**config.mk**
```make
export PLATFORM = sky130hd
export DESIGN_NAME = pc_fetch_unit
export DESIGN_NICKNAME = d
export VERILOG_FILES = /design/src/rtl/pc_fetch_unit.sv
export SDC_FILE = /design/constraint.sdc
export NUM_CORES = 1
export LEC_CHECK = 0
export CORE_UTILIZATION = 48
export DETAILED_ROUTE_END_ITERATION = 7
export HOLD_SLACK_MARGIN = 0.15
export PLACE_DENSITY = 0.89
export SETUP_SLACK_MARGIN = 0.3
export SKIP_LAST_GASP = 1
export SLEW_MARGIN = 20
export SYNTH_ARGS = -nofsm -noshare
export SYNTH_HDL_FRONTEND = slang
export SYNTH_SLANG_ARGS = --single-unit
export TNS_END_PERCENT = 100
```
**constraint.sdc**
```tcl
create_clock -name CLK -period 2.4 [get_ports CLK]
set_clock_uncertainty 0.05 [all_clocks]
set_input_delay 0.6 -clock CLK [delete_from_list [all_inputs] [get_ports CLK]]
set_output_delay 0.6 -clock CLK [all_outputs]
set_load 0.02 [all_outputs]
```
**src/rtl/pc_fetch_unit.sv**
```systemverilog
// Instruction-fetch stage: owns the PC, drives instruction memory and loads IF/ID.
// Redirects that arrive while memory is busy are parked until the access completes.
module pc_fetch_unit #(
  parameter logic [31:0] RESET_PC  = 32'h0000_0000,
  parameter logic [31:0] NOP_INSTR = 32'h0000_0013
) (
  input  logic        CLK,
  input  logic        RESET,
  input  logic        PC_MUX_CONTROL,
  input  logic [31:0] BRANCH_OR_JUMP_ADDR,
  input  logic        REG_FLUSH,
  input  logic        HAZARD_STALL,
  input  logic        IMEM_BUSYWAIT,
  input  logic [31:0] IMEM_INSTR,
  output logic [31:0] IMEM_ADDR,
  output logic        IMEM_READ,
  output logic [31:0] IF_ID_PC,
  output logic [31:0] IF_ID_PC4,
  output logic [31:0] IF_ID_INSTR,
  output logic        IF_ID_VALID
);

  typedef enum logic {
    ST_RUN,
    ST_REDIRECT_HOLD
  } state_e;

  state_e      state_q, state_d;
  logic [31:0] pc_q, pc_d;
  logic [31:0] pending_addr_q, pending_addr_d;
  logic        imem_read_q, imem_read_d;
  logic [31:0] if_id_pc_q, if_id_pc_d;
  logic [31:0] if_id_pc4_q, if_id_pc4_d;
  logic [31:0] if_id_instr_q, if_id_instr_d;
  logic        if_id_valid_q, if_id_valid_d;

  logic [31:0] target_aligned;
  logic [31:0] pc_plus4;

  assign target_aligned = BRANCH_OR_JUMP_ADDR & ~32'h0000_0003;
  assign pc_plus4       = pc_q + 32'd4;

  always_comb begin
    state_d        = state_q;
    pc_d           = pc_q;
    pending_addr_d = pending_addr_q;
    imem_read_d    = 1'b1;
    if_id_pc_d     = if_id_pc_q;
    if_id_pc4_d    = if_id_pc4_q;
    if_id_instr_d  = if_id_instr_q;
    if_id_valid_d  = if_id_valid_q;

    case (state_q)
      ST_RUN: begin
        if (PC_MUX_CONTROL) begin
          if_id_instr_d = NOP_INSTR;
          if_id_valid_d = 1'b0;
          if (IMEM_BUSYWAIT) begin
            // PC must stay put so the in-flight access sees a stable address.
            pending_addr_d = target_aligned;
            state_d        = ST_REDIRECT_HOLD;
          end else begin
            pc_d = target_aligned;
          end
        end else begin
          if (HAZARD_STALL) begin
            // PC and IF/ID hold
          end else if (IMEM_BUSYWAIT) begin
            if_id_instr_d = NOP_INSTR;
            if_id_valid_d = 1'b0;
          end else begin
            if_id_pc_d    = pc_q;
            if_id_pc4_d   = pc_plus4;
            if_id_instr_d = IMEM_INSTR;
            if_id_valid_d = 1'b1;
            pc_d          = pc_plus4;
          end
          // A flush overrides whatever IF/ID would have taken; PC still advances as above.
          if (REG_FLUSH) begin
            if_id_instr_d = NOP_INSTR;
            if_id_valid_d = 1'b0;
          end
        end
      end

      ST_REDIRECT_HOLD: begin
        if_id_instr_d = NOP_INSTR;
        if_id_valid_d = 1'b0;
        if (PC_MUX_CONTROL) begin
          pending_addr_d = target_aligned;
        end
        if (!IMEM_BUSYWAIT) begin
          pc_d    = PC_MUX_CONTROL ? target_aligned : pending_addr_q;
          state_d = ST_RUN;
        end
      end

      default: begin
        state_d = ST_RUN;
      end
    endcase
  end

  always_ff @(posedge CLK) begin
    if (RESET) begin
      state_q        <= ST_RUN;
      pc_q           <= RESET_PC;
      pending_addr_q <= '0;
      imem_read_q    <= 1'b0;
      if_id_pc_q     <= '0;
      if_id_pc4_q    <= '0;
      if_id_instr_q  <= NOP_INSTR;
      if_id_valid_q  <= 1'b0;
    end else begin
      state_q        <= state_d;
      pc_q           <= pc_d;
      pending_addr_q <= pending_addr_d;
      imem_read_q    <= imem_read_d;
      if_id_pc_q     <= if_id_pc_d;
      if_id_pc4_q    <= if_id_pc4_d;
      if_id_instr_q  <= if_id_instr_d;
      if_id_valid_q  <= if_id_valid_d;
    end
  end

  assign IMEM_ADDR   = pc_q;
  assign IMEM_READ   = imem_read_q;
  assign IF_ID_PC    = if_id_pc_q;
  assign IF_ID_PC4   = if_id_pc4_q;
  assign IF_ID_INSTR = if_id_instr_q;
  assign IF_ID_VALID = if_id_valid_q;

endmodule

```
**Run 1: routing congestion map**

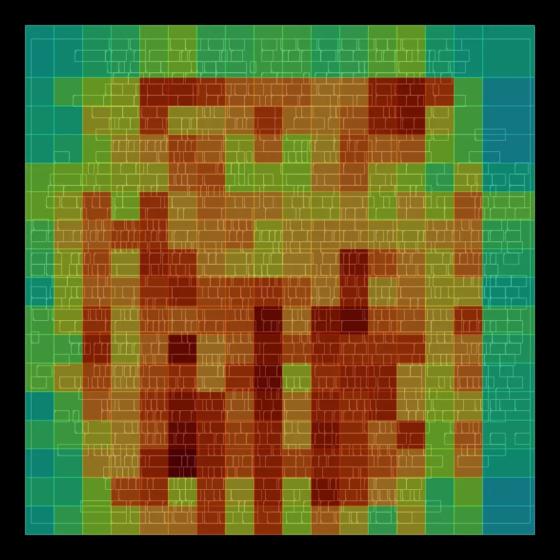
WL per Instance: 18.3 um
GR met3 Demand/Resource: 7.66%
Post-Route Utilization: 71.3%
met1 usage: 38.2%

**Run 1: sequential cells grouped by signal name**

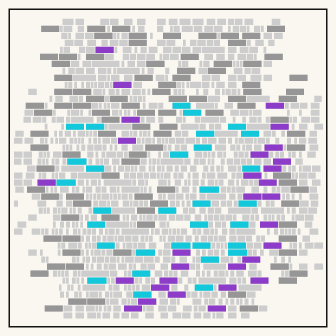
`IMEM_ADDR` -> cyan  # sequential cells 32
`IF_ID_PC4` -> purple  # sequential cells 30
not coloured = 99
Reg area: 0.00323 mm2
Seq/total area: 32.2%
seq pwr: 2870 uW

==> changes_impl.md, run 1 <==
### Metrics

- Reg power frac: 43.0%
- WP data arrival: 2350 ps
- Routed Antenna Nets: 0
- Dominant delay contributor by cell family on the critical path: simple AND/OR/NAND/NOR gates
- Mapped Cells: 900
- Crit Path Class: flip-flop to flip-flop
- Busiest layer in global routing: met2
- Sw power: 1660 uW
- Yosys top cell by area: dfxtp_1
- Top cells by count: nand2_1, dfxtp_1, a21oi_1
- Post-synth area hogs: dfxtp_1, nand2_1, a21oi_1, o21ai_0, nor2_1
- Reg2reg end: IMEM_ADDR[20]
- Max incr delay on CP: 470 ps
- Synth Seq Share: 45.9%
- Global Route met2 Usage: 50.6%
- Root Buffer: clkbuf_16
- Yosys warns: 0
- Avg Inst Size Synth: 7.80 um2
- Asr flop ratio synth: 0%
- Worst Setup Start Kind: flip-flop
- Outcome: complete, no violations
- Sink Count: 161
- Crit. Startpoint: IMEM_ADDR[7]
- Log Warnings: 29
- CP most frequent cell: buf_4
- Combinational share of cell area: 34.2%
- Post-DP HPWL: 16100 um
- PwrDens: 665 mW/mm2
- Commonest Layout Cell: nand2_1
- Final Instance Area: 0.0100 mm2
- Final Cycle Share: 86.9%
- # DRC: 0
- Min Tclk post-route: 2090 ps
- Leakage: 0.00383 uW
- Complex Gates by Area: 22.1%
- Non-clock buffer count: 262
- IO Pins: 200
- TNS Setup: 0 ps
- Row count: 43
- Pre-CTS setup slack: 5.28 ps
- Area Growth Syn to Fin: 43.1%
- Net Count, Synth: 971
- Worst reg2reg setup slack: 310 ps
- Top class by area: logic gates
- Start of the worst register-to-register path: IMEM_ADDR[7]
- Slowest CP cell: dfxtp_1
- Final-layout non-clock buffer area share: 24.7%
- Fa+ha+maj area frac: 0.178%
- Most common cell in the netlist: nand2_1
- Num CTS Buffers: 17
- Pint: 5020 uW
- Post-placement cell count: 1254
- Distinct lib cells used: 56
- Hold WC Path Type: input port to flip-flop
- Largest net degree at the start of global routing: 69
- Number of logic gates: 644
- Tap cells: 180
- RSZ-0062 raised after global routing: false
- Via count: 7552
- First-pass GRT wire length: 35900 um
- YS chip area: 0.00702 mm2
- Critical-path cell list: and3_2 -> nand4_1 -> buf_4 -> nor4_1 -> buf_4 -> nor3b_1 -> a211o_1
- Dominant cell area share: 45.9%
- Worst path depth: 7
- Dominant register cell: dfxtp_1
- # hold bufs at CTS: 0
- CLK BUF: 21
- Combinational power: 871 uW
- Die area: 0.0151 mm2
- Post-CTS Setup Inserts: 0
- Buf/Inv on CP: 2
- Port bufs: 197
- MUX share of area: 1.14%
- MaxCap Viol Count: 0
- Drt first pass iters: 8
- Post-DR vias/cell: 5.85
- Non-CTS inverters: 11
- Met2 wire len: 11200 um
- Nets@finish: 1168
**Run 1: PDN straps and rails**

Pins as bars on the die edge. Tap cells in grey.
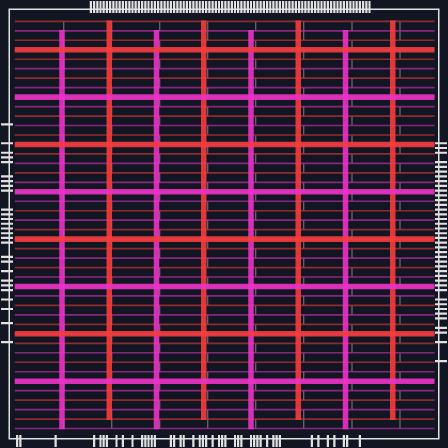
VSS -> magenta
VDD -> red
signal pins = 200
met1 rails = 44
tap cells = 180
met4 straps = 8
core region area: 0.0141 mm2
Worst VDD drop: 0.000544 V

**Run 1: routed clock nets over the placement**

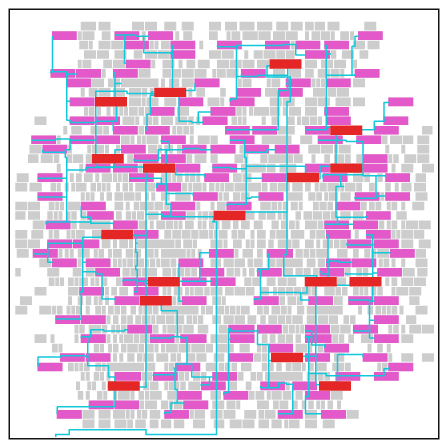
cells driving clock nets -> red  # count 17
clock wires -> cyan  # length 1830 um
flip-flops -> magenta  # count 161
routed clock nets = 18
flops lie = widely spread
clock share of power: 44.0%
Clk. pwr: 2940 uW
clk_lat worst skew: 430 ps

**Run 1: cells coloured by class**

Bar = 20 um.
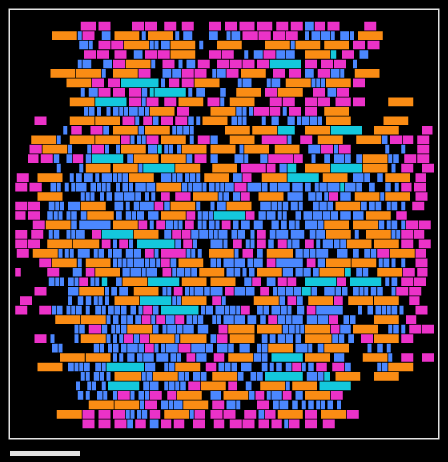

==> run 2, diff against run 1 <==
- CAP_MARGIN: unset -> 20
- CORE_UTILIZATION: 48 -> 45
- PLACE_DENSITY: 0.89 -> 0.85
**Run 2: cells coloured by class**

Bar = 50 um.
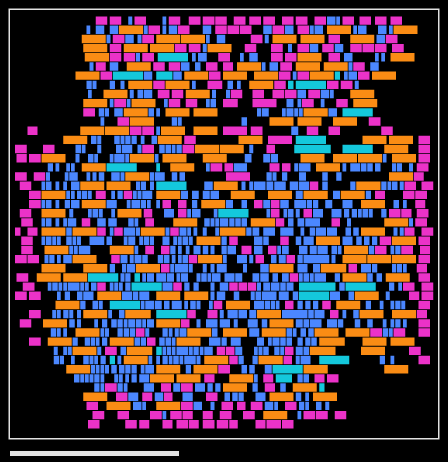
all other logic -> blue  # cells 655, share of their area 36%
clock drivers and dummy loads -> cyan  # cells 28, share of their area 5.7%
other buffers and delay cells -> magenta  # cells 253, share of their area 25%
flops -> orange  # cells 161, share of their area 33%
Final Instance Area: 0.00988 mm2
core region area: 0.0152 mm2
Post-Route Utilization: 65.0%

**Run 2: routing congestion map**

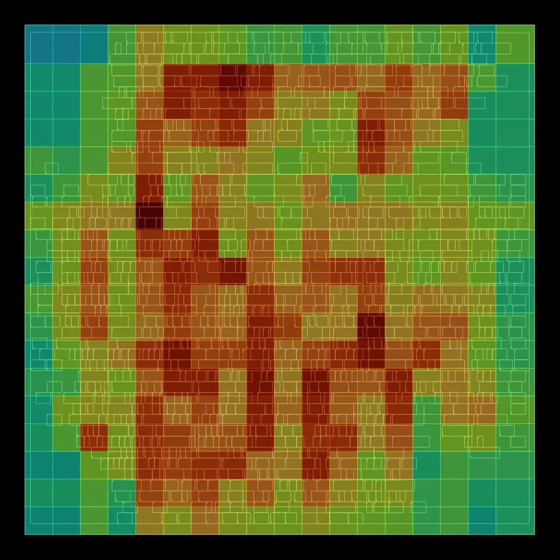
busiest layer in global routing: met2
GR met3 Demand/Resource: 5.31%
total track usage: 27.2%
Global Route met2 Usage: 44.5%
WL per Instance: 17.0 um

==> changes_impl.md, run 2 <==
### Metrics

- Non-CTS inverters: 11
- Yosys warns: 0
- Die area: 0.0161 mm2
- Asr flop ratio synth: 0%
- RSZ-0062 raised after global routing: false
- Max incr delay on CP: 460 ps
- First-pass GRT wire length: 34400 um
- Pre-CTS setup slack: -33.2 ps
- CLK BUF: 20
- Met2 wire len: 10500 um
- Sw power: 1590 uW
- Worst reg2reg setup slack: 350 ps
- Post-placement cell count: 1256
- Final Cycle Share: 85.6%
- Dominant delay contributor by cell family on the critical path: buffers and inverters
- YS chip area: 0.00702 mm2
- Root Buffer: clkbuf_16
- Via count: 7182
- Leakage: 0.00368 uW
- Port bufs: 197
- Clk_lat worst skew: 430 ps
- CTS tree: built
- Row count: 45
- Met1 usage: 34.7%
- Nets@finish: 1159
- Complex Gates by Area: 22.1%
- Most common cell in the netlist: nand2_1
- Reg2reg end: IMEM_ADDR[30]
- Avg Inst Size Synth: 7.80 um2
- Yosys top cell by area: dfxtp_1
- Worst Setup Start Kind: flip-flop
- PwrDens: 636 mW/mm2
- Post-DR vias/cell: 5.59
- Post-DP HPWL: 15700 um
- Non-clock buffer count: 253
- Combinational share of cell area: 34.6%
- Reg power frac: 45.6%
- Clock share of power: 40.9%
- Num CTS Buffers: 17
- Seq pwr: 2870 uW
- Slowest CP cell: dfxtp_1
- Routed Antenna Nets: 0
- Distinct lib cells used: 56
- Top class by area: logic gates
- Post-CTS Setup Inserts: 0
- Cell count of the worst reg-to-reg path: 8
- Mapped Cells: 900
- TNS Setup: 0 ps
- Clock transition at path regs: 60 ps
- MUX share of area: 1.14%
- Critical Path RT: 1750 ps
- Drt first pass iters: 6
- Buf/Inv on CP: 2
- Critical-path cell list: buf_4 -> dlygate4sd2_1
- Start of the worst register-to-register path: IMEM_ADDR[2]
- Sink Count: 161
- Outcome: complete, no violations
- Synth Seq Share: 45.9%
- Hold endpoint: IF_ID_PC[23]
- Crit Path Class: flip-flop to primary output
- Net Count, Synth: 971
- Largest net degree at the start of global routing: 48
- Reg area: 0.00323 mm2
- Seq/total area: 32.7%
- Clk. pwr: 2570 uW
- Top cells by count: nand2_1, dfxtp_1, a21oi_1
- Number of logic gates: 644
- Dominant register cell: dfxtp_1
- Worst VDD drop: 0.000531 V
- Area Growth Syn to Fin: 40.8%
- Commonest Layout Cell: nand2_1
- Hold WC Path Type: flip-flop to flip-flop
- Dominant cell area share: 45.9%
- Crit. Startpoint: IMEM_ADDR[8]
- Tap cells: 188
- Fa+ha+maj area frac: 0.178%
- Worst path depth: 2
- # DRC: 0
- WP data arrival: 1400 ps
- Fill cells: 1277
Power is estimated from default activity; no workload was simulated.
